Fig. 1: cell outlines without signal wires
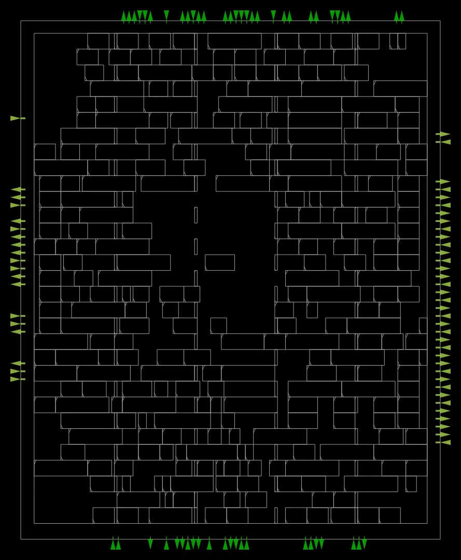
Fig. 2: metal 1
Bar = 20 um. Cells faint in the background.
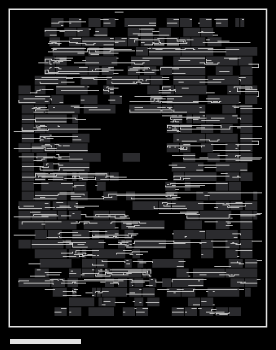
Fig. 3: M2 wires
Cells faint in the background.
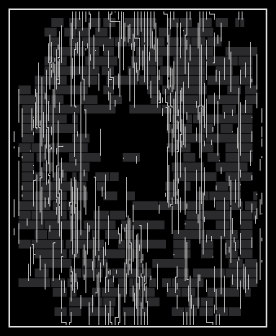
Fig. 4: the metal 3 layer
Bar = 20 um. Cells faint in the background.
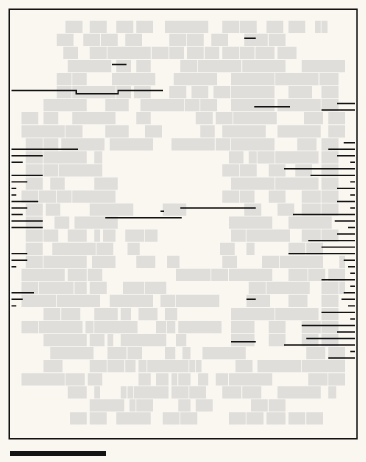
[config.mk]
export PLATFORM = sky130hd
export DESIGN_NAME = regfile_access_ctrl
export DESIGN_NICKNAME = d
export VERILOG_FILES = /design/src/rtl/regfile_pkg.sv /design/src/rtl/regfile_access_ctrl.sv
export SDC_FILE = /design/constraint.sdc
export NUM_CORES = 1
export LEC_CHECK = 0
export CAP_MARGIN = 40
export CORE_ASPECT_RATIO = 1.25
export CORE_MARGIN = 2
export CORE_UTILIZATION = 41
export DETAILED_ROUTE_END_ITERATION = 8
export GPL_TIMING_DRIVEN = 1
export PLACE_DENSITY = 0.8
export SYNTH_ARGS = -nofsm -noshare
export SYNTH_HDL_FRONTEND = slang
export SYNTH_SLANG_ARGS = --single-unit
[constraint.sdc]
create_clock -name clk -period 2.3 [get_ports clk]
set_input_delay 0.46 -clock clk [delete_from_list [all_inputs] [get_ports clk]]
set_output_delay 0.46 -clock clk [all_outputs]
set_load 0.05 [all_outputs]
[src/rtl/regfile_pkg.sv]
// Shared types and constants for the register-file access controller.
// States, access direction codes and architectural register numbers.
package regfile_pkg;

    typedef enum logic [2:0] {
        IDLE     = 3'd0,
        RD_SRC   = 3'd1,
        RD_DST   = 3'd2,
        ISSUE    = 3'd3,
        WAIT_RES = 3'd4,
        WB       = 3'd5
    } state_t;

    localparam logic        RF_READ  = 1'b0;
    localparam logic        RF_WRITE = 1'b1;
    localparam int unsigned PC_REG   = 7;
    localparam int unsigned SP_REG   = 6;
    localparam logic [15:0] SP_RESET = 16'h0800;

endpackage

[src/rtl/regfile_access_ctrl.sv]
// Sequences decode requests onto a single-port regfile, one access/cycle.
// Optional macro RF_PC_PROTECT_EN blocks PC write-back and adds wr_err.
module regfile_access_ctrl
    import regfile_pkg::*;
#(
    parameter int DATA_W    = 16,
    parameter int RF_ADDR_W = 8,
    parameter int REG_SEL_W = 3
) (
    input  logic                 clk,
    input  logic                 rst_n,
    input  logic                 req_valid,
    output logic                 req_ready,
    input  logic [REG_SEL_W-1:0] req_src,
    input  logic [REG_SEL_W-1:0] req_dst,
    input  logic                 req_rd_src,
    input  logic                 req_rd_dst,
    input  logic                 req_wb,
    output logic                 op_valid,
    input  logic                 op_ready,
    output logic [DATA_W-1:0]    op_src_data,
    output logic [DATA_W-1:0]    op_dst_data,
    input  logic                 res_valid,
    output logic                 res_ready,
    input  logic [DATA_W-1:0]    res_data,
    output logic [RF_ADDR_W-1:0] rf_regnum,
    output logic                 rf_rw,
    output logic [DATA_W-1:0]    rf_datain,
    input  logic [DATA_W-1:0]    rf_dataout,
`ifdef RF_PC_PROTECT_EN
    output logic                 wr_err,
`endif
    output logic                 busy
);

    state_t st, nx;

    logic [REG_SEL_W-1:0] src_q;
    logic [REG_SEL_W-1:0] dst_q;
    logic                 rd_dst_q;
    logic                 wb_q;
    logic [REG_SEL_W-1:0] sel;

    // State register; reset drops any in-flight access immediately.
    always_ff @(posedge clk or negedge rst_n) begin
        if (!rst_n) st <= IDLE;
        else        st <= nx;
    end

    // Request latch, operand capture and result latch.
    always_ff @(posedge clk or negedge rst_n) begin
        if (!rst_n) begin
            src_q       <= '0;
            dst_q       <= '0;
            rd_dst_q    <= 1'b0;
            wb_q        <= 1'b0;
            op_src_data <= '0;
            op_dst_data <= '0;
            rf_datain   <= '0;
        end else begin
            unique case (st)
                IDLE: begin
                    if (req_valid) begin
                        src_q       <= req_src;
                        dst_q       <= req_dst;
                        rd_dst_q    <= req_rd_dst;
                        wb_q        <= req_wb;
                        op_src_data <= '0;
                        op_dst_data <= '0;
                    end
                end
                RD_SRC:   op_src_data <= rf_dataout;
                RD_DST:   op_dst_data <= rf_dataout;
                WAIT_RES: if (res_valid) rf_datain <= res_data;
                default: ;
            endcase
        end
    end

    // Next-state and handshake/regfile control decode.
    always_comb begin
        nx        = st;
        req_ready = 1'b0;
        op_valid  = 1'b0;
        res_ready = 1'b0;
        rf_rw     = RF_READ;
        sel       = '0;
`ifdef RF_PC_PROTECT_EN
        wr_err    = 1'b0;
`endif
        unique case (st)
            IDLE: begin
                req_ready = 1'b1;
                if (req_valid) begin
                    if (req_rd_src)      nx = RD_SRC;
                    else if (req_rd_dst) nx = RD_DST;
                    else                 nx = ISSUE;
                end
            end
            RD_SRC: begin
                sel = src_q;
                nx  = rd_dst_q ? RD_DST : ISSUE;
            end
            RD_DST: begin
                sel = dst_q;
                nx  = ISSUE;
            end
            ISSUE: begin
                op_valid = 1'b1;
                if (op_ready) nx = wb_q ? WAIT_RES : IDLE;
            end
            WAIT_RES: begin
                res_ready = 1'b1;
                if (res_valid) nx = WB;
            end
            WB: begin
                sel   = dst_q;
                rf_rw = RF_WRITE;
`ifdef RF_PC_PROTECT_EN
                if (dst_q == REG_SEL_W'(PC_REG)) begin
                    rf_rw  = RF_READ;
                    wr_err = 1'b1;
                end
`endif
                nx = IDLE;
            end
            default: nx = IDLE;
        endcase
    end

    assign rf_regnum = RF_ADDR_W'(sel);
    assign busy      = (st != IDLE);

endmodule

==> impl_metrics.ini <==
; generated from flow reports
[place]
place_ws_ns = 0.409
portBuffers = 101
place_congestion = 0.700
hpwl_um = 3980
place_inst = 326

[finish]
logic_area_um2 = 813
logic_gate_count = 91
n_clock_buffer = 11
comb_area_frac = 0.221
area_delta_synth_final_pct = 54.3
layout.nonclk_buf_frac = 0.303
final_core_util = 0.644
antennaDiodeCount = 0
lay_top_cells = clkdlybuf4s50_1 (92), dfrtp_1 (58), a22o_1 (27)
dominant-cell-class = registers
regArea_um2 = 1480
n_all_buffers = 108
nets = 317

[yosys]
synth_top_cell_by_area = dfrtp_1
topCellsByArea = dfrtp_1 (62%), mux2_2 (11%), a22o_1 (9.9%)
fa_ha_area_frac = 0
synth_cells = 163
flop_cell = dfrtp_1
synth_area_per_cell_um2 = 14.6
synth_area_um2 = 2380
logic_family = AND-OR/OR-AND gates
aoi_share = 0.141
post_synth_num_cell_types = 25
synth_flops = 59
simple_gate_share = 0.0557
yosysTopAreaCellShare = 0.620
ys_warn_count = 0
yosysChipArea_um2 = 2380
yosys.cell_count.top_type = dfrtp_1
ys_seq_share = 0.620
yosysCellCount = 163
yosys-top-cells-count = dfrtp_1 (59), a22o_1 (27), mux2_2 (24)
xor_share = 0
mux_share = 0.130

[pwr]
p_int_w = 0.00328
p_leak_nw = 1.64
comb_power_share = 0.569
total_power_w = 0.00612
power_density_nw_per_um2 = 1670
switchingPower_w = 0.00284
p_clk_w = 0.000827
combinationalPower_w = 0.00348
p_seq_w = 0.00181
peakVddDrop_uv = 839
clock_power_share = 0.135
switching_share = 0.464
power_frac_seq = 0.295

[hold_path]
hold_class = in2async

[worst_setup_path]
critPathMaxStageDelay_ns = 0.56
crit_fanout = 10
crit_path_top_delay_cell = dfrtp_1
crit_family = flip-flops
crit_arrival_ns = 1.67
cp.required_ns = 1.84
critPathKind = reg2out
end_kind = output pin
crit_path_start_kind = register
cp_cell_sequence = nor3b_2 > nand2_1 > o21ai_2 > buf_12
critPathBufInv = 1

[die]
io_pins = 107
dieArea_um2 = 6440
floorplan.core_util = 0.418
nWellTaps = 66
fp.dieH_um = 89.2
die_w_um = 72.2
placementRows = 31

[drt]
drcViolationCount = 0
ant_nets = 0
wl_met2_um = 2740
route.vias.total = 1741
drtIter0Drc = 46
dr.pass1.iters = 4
drt-total-wl_um = 5490
wire_per_inst_um = 16.0
top_layer = met4
dr_wl_met3_um = 325
met1_length_um = 2330
drt-vias-per-instance = 5.09

[cts]
clk_path_buf_depth = 2
cts_inserted_buffers = 9
ctsResizeCount = 0
cts_tree = built
clk_pin_slew_worst_paths_ns = 0.07
clk_latency_ns = 0.33
post_cts_buffers = 0
root_buffer = clkbuf_8
h-tree-depth = 3

[run_status]
status = finished clean

[global_routing]
grt_use_met2 = 0.294
grt_pass1_vias = 1760
grtUsageTotal = 0.180
antenna_found_initial = 0
grt_pass1_wl_um = 8630
gr-usage-met1 = 0.219
grt_max_degree = 36
overflow = 0
grt_busiest_layer = met2
gr-usage-met3 = 0.0462

[timing]
tightest_slew_ns = 0.566
fmax_mhz = 469
finalMaxSlewViolations = 0
finalClockPeriodUsage = 0.927
hold_viol_final = 0
relSlewSlack = 0.623
rsz0062_at_grt = no
post-route-worst-setup-slack_ns = 0.167
final.setup.tns_ns = 0
hold_ws_ns = 0.117

[flow_run]
warnings = 26
## Picture notes: Fig. 1
flop share of the area: 0.402
final std cells w/o fill: 342
fill count: 446
flop count: 59

## Picture notes: Fig. 2
nets with wire on the layer	258
main direction	horizontal
wire length on this layer	2330 um

## Picture notes: Fig. 3
longest straight run	43.2 um
share of all routed wire	50%
nets with wire on the layer	294
main direction	vertical
wire length on this layer	2740 um

## Picture notes: Fig. 4
main direction	horizontal
longest straight run	15.6 um
nets with wire on the layer	57
wire length on this layer	325 um
share of all routed wire	5.9%

-- final timing paths --
check	from	end	slack (ns)	depth (start not counted)
worst max-delay path	st[1]	rf_regnum[0]	0.17	4
worst min-delay path	rst_n	rf_datain[0]	0.12	1
worst min register to register	op_dst_data[10]	op_dst_data[10]	0.50	1
max in group asynchronous	rst_n	op_src_data[5]	1.60	2
min in group clk	op_dst_data[10]	op_dst_data[10]	0.50	1
worst max register to register	st[1]	op_dst_data[1]	0.68	4
-- flip-flops by register name (all words and copies together), names as in the netlist --
| signal | count |
|---|---|
| dst_q | 3 |
| op_dst_data | 16 |
| op_src_data | 16 |
| rd_dst_q | 1 |
| rf_datain | 16 |
| src_q | 3 |
| st | 3 |
| wb_q | 1 |
